==> config.mk <==
export PLATFORM = sky130hd
export DESIGN_NAME = mem_arbiter
export DESIGN_NICKNAME = d
export VERILOG_FILES = /design/src/rtl/mem_arbiter.sv
export SDC_FILE = /design/constraint.sdc
export NUM_CORES = 1
export LEC_CHECK = 0
export ABC_CLOCK_PERIOD_IN_PS = 4650
export CORE_MARGIN = 1
export CORE_UTILIZATION = 45
export DETAILED_ROUTE_END_ITERATION = 8
export HOLD_SLACK_MARGIN = 0.03
export PLACE_DENSITY = 0.85
export REMOVE_ABC_BUFFERS = 1
export SYNTH_ARGS = -nofsm -noshare
export SYNTH_HDL_FRONTEND = slang
export SYNTH_SLANG_ARGS = --single-unit
==> constraint.sdc <==
create_clock -name clk -period 4.65 [get_ports clk]
set_input_delay 1.1625 -clock clk [delete_from_list [all_inputs] [get_ports clk]]
set_output_delay 1.1625 -clock clk [all_outputs]
set_load 0.1 [all_outputs]
==> src/rtl/mem_arbiter.sv <==
// -----------------------------------------------------------------------------
// mem_arbiter
//
// Purpose:
//   Shares one single-ported memory between an instruction-fetch port and a
//   data port. Each access runs IDLE -> ACCESS (MEM_LAT cycles) -> RESP
//   (one-cycle ack) -> IDLE. The data port has fixed priority over fetch.
//
// Optional feature (compile-time macro MEM_ARB_STARVE_GUARD_EN):
//   When defined, a saturating counter tracks fetch losses. When it reaches
//   STARVE_LIMIT, fetch wins the next arbitration even if data is requesting.
//   When undefined, priority is strictly data over fetch.
//
// Parameters:
//   ADDR_W        address width
//   DATA_W        data width
//   MEM_LAT       memory access cycles, 1..15
//   STARVE_LIMIT  fetch losses before a forced fetch grant, 1..15
//
// Ports:
//   clk, rst_n                         clock, asynchronous active-low reset
//   if_req, if_addr                    fetch request and address (read only)
//   if_rdata, if_ack                   fetch read data and completion pulse
//   dm_req, dm_we, dm_addr, dm_wdata   data request, direction, address, data
//   dm_rdata, dm_ack                   data read data and completion pulse
//   mem_en, mem_we, mem_addr,
//   mem_wdata, mem_rdata               memory port
//   busy                               high whenever the FSM is not in IDLE
//   grant_id                           owner of current access, 0=fetch 1=data
// -----------------------------------------------------------------------------
module mem_arbiter #(
  parameter int ADDR_W       = 32,
  parameter int DATA_W       = 32,
  parameter int MEM_LAT      = 2,
  parameter int STARVE_LIMIT = 4
) (
  input  logic              clk,
  input  logic              rst_n,
  input  logic              if_req,
  input  logic [ADDR_W-1:0] if_addr,
  output logic [DATA_W-1:0] if_rdata,
  output logic              if_ack,
  input  logic              dm_req,
  input  logic              dm_we,
  input  logic [ADDR_W-1:0] dm_addr,
  input  logic [DATA_W-1:0] dm_wdata,
  output logic [DATA_W-1:0] dm_rdata,
  output logic              dm_ack,
  output logic              mem_en,
  output logic              mem_we,
  output logic [ADDR_W-1:0] mem_addr,
  output logic [DATA_W-1:0] mem_wdata,
  input  logic [DATA_W-1:0] mem_rdata,
  output logic              busy,
  output logic              grant_id
);

  // Elaboration-time guard on the legal parameter ranges.
  if (MEM_LAT < 1 || MEM_LAT > 15) begin : g_bad_lat
    $error("mem_arbiter: MEM_LAT out of range 1..15");
  end
  if (STARVE_LIMIT < 1 || STARVE_LIMIT > 15) begin : g_bad_starve
    $error("mem_arbiter: STARVE_LIMIT out of range 1..15");
  end

  typedef enum logic [1:0] {
    IDLE   = 2'd0,
    ACCESS = 2'd1,
    RESP   = 2'd2
  } state_t;

  state_t            state;
  state_t            state_nxt;
  logic [3:0]        cnt;
  logic [ADDR_W-1:0] addr_q;
  logic              we_q;
  logic [DATA_W-1:0] wdata_q;
  logic              gid_q;
  logic [DATA_W-1:0] if_rdata_q;
  logic [DATA_W-1:0] dm_rdata_q;

  logic              any_req;
  logic              pick_fetch;
  logic              arb_fire;
  logic              last_access;

  assign any_req     = if_req | dm_req;
  assign arb_fire    = (state == IDLE) & any_req;
  assign last_access = (state == ACCESS) & (cnt == 4'd0);

`ifdef MEM_ARB_STARVE_GUARD_EN
  logic [3:0] starve_q;
  logic       starved;

  assign starved    = (starve_q == 4'(STARVE_LIMIT));
  // A starved fetch overrides data priority; otherwise fetch only wins alone.
  assign pick_fetch = if_req & (~dm_req | starved);

  // Counts arbitrations fetch lost; saturates so the override stays armed
  // until fetch actually gets the bus.
  always_ff @(posedge clk or negedge rst_n) begin
    if (!rst_n) begin
      starve_q <= 4'd0;
    end else if (arb_fire) begin
      if (pick_fetch) begin
        starve_q <= 4'd0;
      end else if (if_req && !starved) begin
        starve_q <= starve_q + 4'd1;
      end
    end
  end
`else
  assign pick_fetch = ~dm_req;
`endif

  // State register
  always_ff @(posedge clk or negedge rst_n) begin
    if (!rst_n) begin
      state <= IDLE;
    end else begin
      state <= state_nxt;
    end
  end

  // Next-state decode
  always_comb begin
    state_nxt = state;
    case (state)
      IDLE:    if (any_req) state_nxt = ACCESS;
      ACCESS:  if (cnt == 4'd0) state_nxt = RESP;
      RESP:    state_nxt = IDLE;
      default: state_nxt = IDLE;
    endcase
  end

  // Operands are latched at arbitration so requester-side changes during the
  // access never reach the memory port.
  always_ff @(posedge clk or negedge rst_n) begin
    if (!rst_n) begin
      cnt     <= 4'd0;
      addr_q  <= '0;
      we_q    <= 1'b0;
      wdata_q <= '0;
      gid_q   <= 1'b0;
    end else if (arb_fire) begin
      cnt     <= 4'(MEM_LAT - 1);
      gid_q   <= ~pick_fetch;
      addr_q  <= pick_fetch ? if_addr : dm_addr;
      we_q    <= pick_fetch ? 1'b0 : dm_we;
      wdata_q <= pick_fetch ? '0 : dm_wdata;
    end else if ((state == ACCESS) && (cnt != 4'd0)) begin
      cnt <= cnt - 4'd1;
    end
  end

  // Read data is captured on the final access cycle, into the winner's
  // register only; writes leave both registers untouched.
  always_ff @(posedge clk or negedge rst_n) begin
    if (!rst_n) begin
      if_rdata_q <= '0;
      dm_rdata_q <= '0;
    end else if (last_access && !we_q) begin
      if (gid_q) begin
        dm_rdata_q <= mem_rdata;
      end else begin
        if_rdata_q <= mem_rdata;
      end
    end
  end

  // Outputs decoded from registered state; the memory port reads as zero
  // outside ACCESS.
  assign mem_en    = (state == ACCESS);
  assign mem_we    = mem_en & we_q;
  assign mem_addr  = mem_en ? addr_q : '0;
  assign mem_wdata = mem_en ? wdata_q : '0;
  assign if_ack    = (state == RESP) & ~gid_q;
  assign dm_ack    = (state == RESP) & gid_q;
  assign busy      = (state != IDLE);
  assign grant_id  = gid_q;
  assign if_rdata  = if_rdata_q;
  assign dm_rdata  = dm_rdata_q;

endmodule

==> run summary, run 1 <==
Entry: Yosys synthesis followed by OpenROAD place and route.

Status:
- The run finished with clean final reports.

Logic synthesis:
- The run puts the synthesized area divided by synthesized cell count at 12.8 µm².
- The run gives the warning count from the yosys run as 0.
- The run gives the basic-gate share of the synthesized area counting and, or, nand and nor cells as 9.16%.
- Summing all multiplexer cells gives an area fraction of 19.2%.
- The run puts the xor and xnor area share after synthesis at 0%.
- The run puts the number of synthesized flops with an enable pin at 0.
- The run puts the cell count in the Yosys report at 471.
- The run puts the fraction of synthesis flops using an asynchronous set or reset pin at 100%.
- The cell-mix breakdown from Yosys lists the compound-gate area share as 11.0%.

Worst setup path:
- The run gives the maximum fanout encountered on the critical timing path as 38.
- The run puts the buffer-and-inverter tally for the worst setup path at 3.
- In the setup report, the worst path falls into the class flop to output port.
- In this run the critical register-to-register path is launched from cnt[0].
- On the worst path, the slowest cell contributes a delay of 1.13 ns.
- On the critical path the data arrives at 2.36 ns.

Run:
- Summing over the stages, the warning tally comes to 28.
- Per the run summary, max-cap violations total 0.

Drt:
- The run puts the residual DRC count at 0.
- The run puts the number of optimization iterations in the first detailed-route pass at 4.
- The run gives the detailed-route vias per instance as 5.12.
- Per the post-route antenna check, the number of violating nets is 0.

Timing:
- The run puts the final count of hold timing violations at 0.
- In the final report, the number of pins over their slew limit comes to 0.
- In the finished design, the share of the clock period the worst path needs comes to 75.9%.
- Subtracting the final worst setup slack from the clock period gives 3.53 ns.
- The run gives the worst-case headroom to the max-slew limit as 16.2%.
- The run puts the highest attainable clock frequency at between 0.2 and 0.3 GHz.

Cells and area:
- The run gives the antenna diode count as 0.

Floorplanning:
- The run gives the number of top-level design ports as 267.
- The run puts the initial core utilization at 46.9%.

Place:
- The run puts the setup slack after placement at 0.927 ns.
- The placement summary gives the final routability congestion estimate as 0.777.

Clock tree:
- The run puts the H-tree depth at 4.
- The run puts the clock sink count at 136.
- The run puts the cts-stage hold buffer count at 0.
- The run gives the clock-pin transition on the worst setup and hold timing paths as 0.06 ns.

GRT:
- The run gives the number of global-route vias before repair as around 5000.
- The number of antenna violations at the first check in global routing came to 0.
- The first global-routing pass estimated 25800 µm of wire.

Min path:
- The run puts the hold path depth at 1.
run 1: worst min path at each step:
| stage | end | start |
|---|---|---|
| floorplan | wdata_q[0] | wdata_q[0] |
| global placement | wdata_q[3] | wdata_q[3] |
| detailed placement | wdata_q[13] | wdata_q[13] |
| CTS | wdata_q[27] | wdata_q[27] |
| global route | wdata_q[27] | wdata_q[27] |
| finish | wdata_q[3] | wdata_q[3] |
run 1: per-layer routing:
metal	up-vias	global-route usage, %	share of wire [%]
li1	2170	-	-
met1	2241	26.8	38
met2	216	39.3	49
met3	29	11.1	11
met4	0	10.3	2.1
met5	-	0	0
run 1: metrics by stage:
step	std cells	cell area, µm²	util, %
after global routing	909	9140	71.3
final	909	9140	71.3
after global placement	877	8560	66.7
after CTS	909	9140	71.3
after floorplan	434	5810	-
after detailed placement	877	8560	66.7
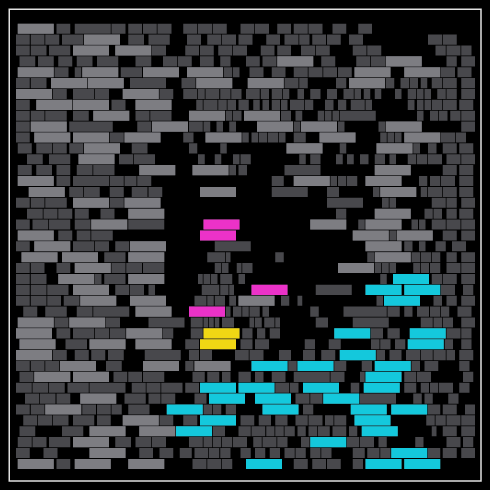
Fig. 1. Sequential cells coloured by netlist name (run 1).
Drawn at 4 px/µm. Other sequential cells in the stronger grey, the rest of the logic in the fainter grey.
[`state`] yellow | placed flops: 2
[`cnt`] magenta | placed flops: 4 | where: centre
[`wdata_q`] cyan | placed flops: 32

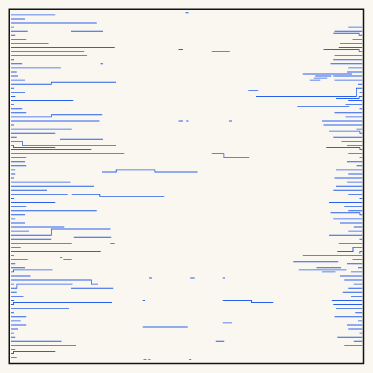
Fig. 2. The metal 3 layer (run 1).
Drawn at 3 px/µm.
wire length on this layer: 1760 µm
share of all routed wire: 11%
met3 usage: 11.1%
count of vias placed by the detailed router: 4656
total routed wirelength: 16200 µm

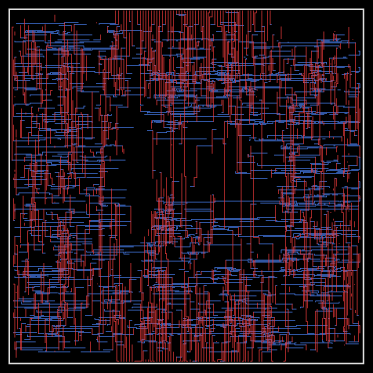
Fig. 3. Signal wires by layer (run 1).
Drawn at 3 px/µm. Only two layers are drawn.
[metal 2] red | wire length: 7910 µm
[metal 1] blue | wire length: 6170 µm
DR WL/cell: 17.8 µm
GRT Util Overall: 24.0%

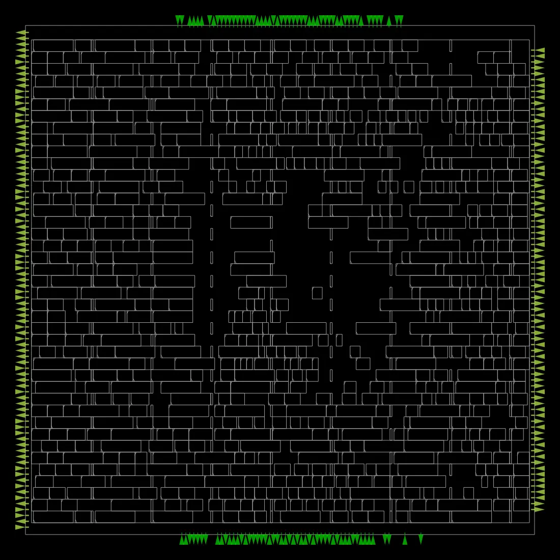
Fig. 4. Placement view (run 1).
filler instances: 888
number of flip-flops and latches: 136

Fig. 5: run 1, placed cells, one colour a class
Drawn at 2 px/µm.
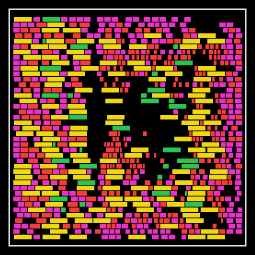

==> inputs of run 2 (changes only) <==
--- a/config.mk
+++ b/config.mk
@@ -5,12 +5,12 @@
 export SDC_FILE = /design/constraint.sdc
 export NUM_CORES = 1
 export LEC_CHECK = 0
-export ABC_CLOCK_PERIOD_IN_PS = 4650
+export ABC_CLOCK_PERIOD_IN_PS = 3500
 export CORE_MARGIN = 1
-export CORE_UTILIZATION = 45
+export CORE_UTILIZATION = 42
 export DETAILED_ROUTE_END_ITERATION = 8
 export HOLD_SLACK_MARGIN = 0.03
-export PLACE_DENSITY = 0.85
+export PLACE_DENSITY = 0.8
 export REMOVE_ABC_BUFFERS = 1
 export SYNTH_ARGS = -nofsm -noshare
 export SYNTH_HDL_FRONTEND = slang
==> constraint.sdc (replaced) <==
create_clock -name clk -period 3.5 [get_ports clk]
set_input_delay 0.875 -clock clk [delete_from_list [all_inputs] [get_ports clk]]
set_output_delay 0.875 -clock clk [all_outputs]
set_load 0.1 [all_outputs]
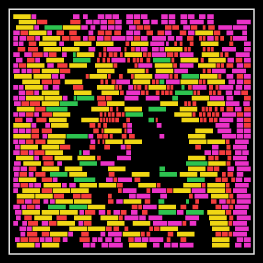
Fig. 6. Placed cells, one colour a class (run 2).
Drawn at 2 px/µm.
[clock drivers and dummy loads] green | cells: 31
[sequential cells] yellow | cells: 136
[combinational and other logic] red | cells: 298
[remaining buffers and delay cells] magenta | cells: 275

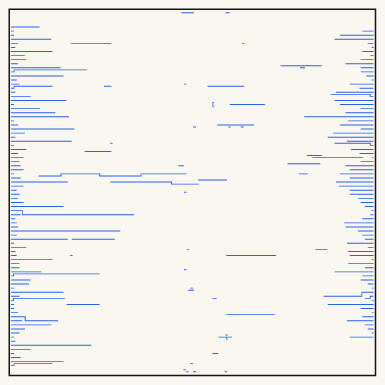
Fig. 7. The metal 3 layer (run 2).
Drawn at 3 px/µm.
nets with wire on the layer: 180
longest straight run: 37.0 µm

==> run summary, run 2 <==
Entry: Yosys synthesis followed by OpenROAD place and route.

Drt:
- After detailed routing, no signal wire sits above met4.
- The amount of wire on met3 after detailed routing is 1430 µm (-19%).
- The run puts the met2 wire length at 7950 µm (+0.51%).
- The run puts the final wirelength at 16200 µm (about the same).
- The average wire per standard cell was 17.6 µm (-1.2%).
- The number of optimization iterations in the first detailed-route pass came to 4 (unchanged).
- The run gives the residual DRC count as 0 (unchanged).
- The run puts the detailed-route vias per instance at 5.13 (+0.25%).

Worst setup path:
- The run gives the arrival time at the worst endpoint as 1.94 ns (-0.42 ns).
- The run puts the buffer-and-inverter tally for the worst setup path at 3 (unchanged).
- The delay contributed by the slowest stage of the critical path was 0.41 ns (-0.72 ns).
- The maximum fanout encountered on the critical timing path was 34 (-11%).

Run:
- The tool warning count came to 26 (-7.1%).

GRT:
- The run puts the total global routing track utilization at 22.7% (-1.3 points).
- The run puts the met2 track demand over resource at 38.0% (-1.3 points).
- The global routing usage on met1 is 26.1% (-0.75 points).
- The global routing stage identified its most utilized layer as met2.
- The run gives the met3 layer usage reported by global route as 7.87% (-3.2 points).
- The first-pass GRT wire length is 25500 µm (-0.85%).
- The run puts the number of global-route vias before repair at 5061 (+1.4%).

Floorplanning:
- The run gives the initial core utilization as 43.1% (-3.7 points).
- The number of top-level design ports came to 267 (unchanged).

Cells and area:
- The flop count was 136 (unchanged).
- The run puts the layout cell share with drive strength beyond 1 at 32.8%.
- The run puts the post-route cell area at 9880 µm² (+8.1%).
- The antenna diode count was 0 (unchanged).

Clock tree:
- The run gives the clock-pin transition on the worst setup and hold timing paths as 0.06 ns (about the same).
- The H-tree depth was 4 (unchanged).
- The run puts the cts-stage hold buffer count at 0 (unchanged).

Status:
- The flow ran to the end, and the final reports show no timing, DRC or antenna violations.

Timing:
- The final timing report derives a shortest allowable period of 2.82 ns.
- Of the available clock period, the critical path in the final layout requires 80.5%.
- The run puts the highest attainable clock frequency at 0.355 GHz.
- The run gives the worst-case headroom to the max-slew limit as 18.9% (+2.8 points).
- The run puts the total count of max-transition violations in the final report at 0 (unchanged).
- The final count of hold timing violations came to 0 (unchanged).

Logic synthesis:
- The run gives the cell count in the Yosys report as 471 (unchanged).
- The basic-gate share of the synthesized area counting and, or, nand and nor cells was 9.16% (unchanged).
- The run gives the synthesized area divided by synthesized cell count as 12.8 µm² (unchanged).
- The AND-OR/OR-AND share of the synthesized area is 11.0% (unchanged).
- The run gives the number of synthesized flops with an enable pin as 0 (unchanged).
- The portion of netlist area occupied by mux cells was 19.2% (unchanged).
- The run gives the warning count from the yosys run as 0 (unchanged).
- The run puts the fraction of synthesis flops using an asynchronous set or reset pin at 100% (unchanged).

Place:
- The run gives the global placer's final weighted congestion as 0.793 (+2.0%).
- The instance area at placement came to 9270 µm² (+8.3%).
[run 2: per-stage QoR]
step	hold slack (ns)	instances	worst slack, ns	utilization, %
after global placement	0.475	889	0.816	66.5
after CTS	0.487	920	0.667	70.9
after floorplan	0.458	434	-0.506	-
after detailed placement	0.474	889	0.682	66.5
final	0.478	920	0.681	70.9
after global routing	0.512	920	0.547	70.9
[run 2: worst max path at each step]
stage	startpoint	to	slack [ns]	cells after the start
floorplan	grant_id	if_ack	-0.51	1
CTS	state[1]	mem_addr[21]	0.67	5
global route	state[1]	mem_addr[21]	0.55	5
finish	state[1]	mem_addr[21]	0.68	5
detailed placement	if_req	addr_q[0]	0.68	4
global placement	cnt[0]	if_rdata[7]	0.82	5
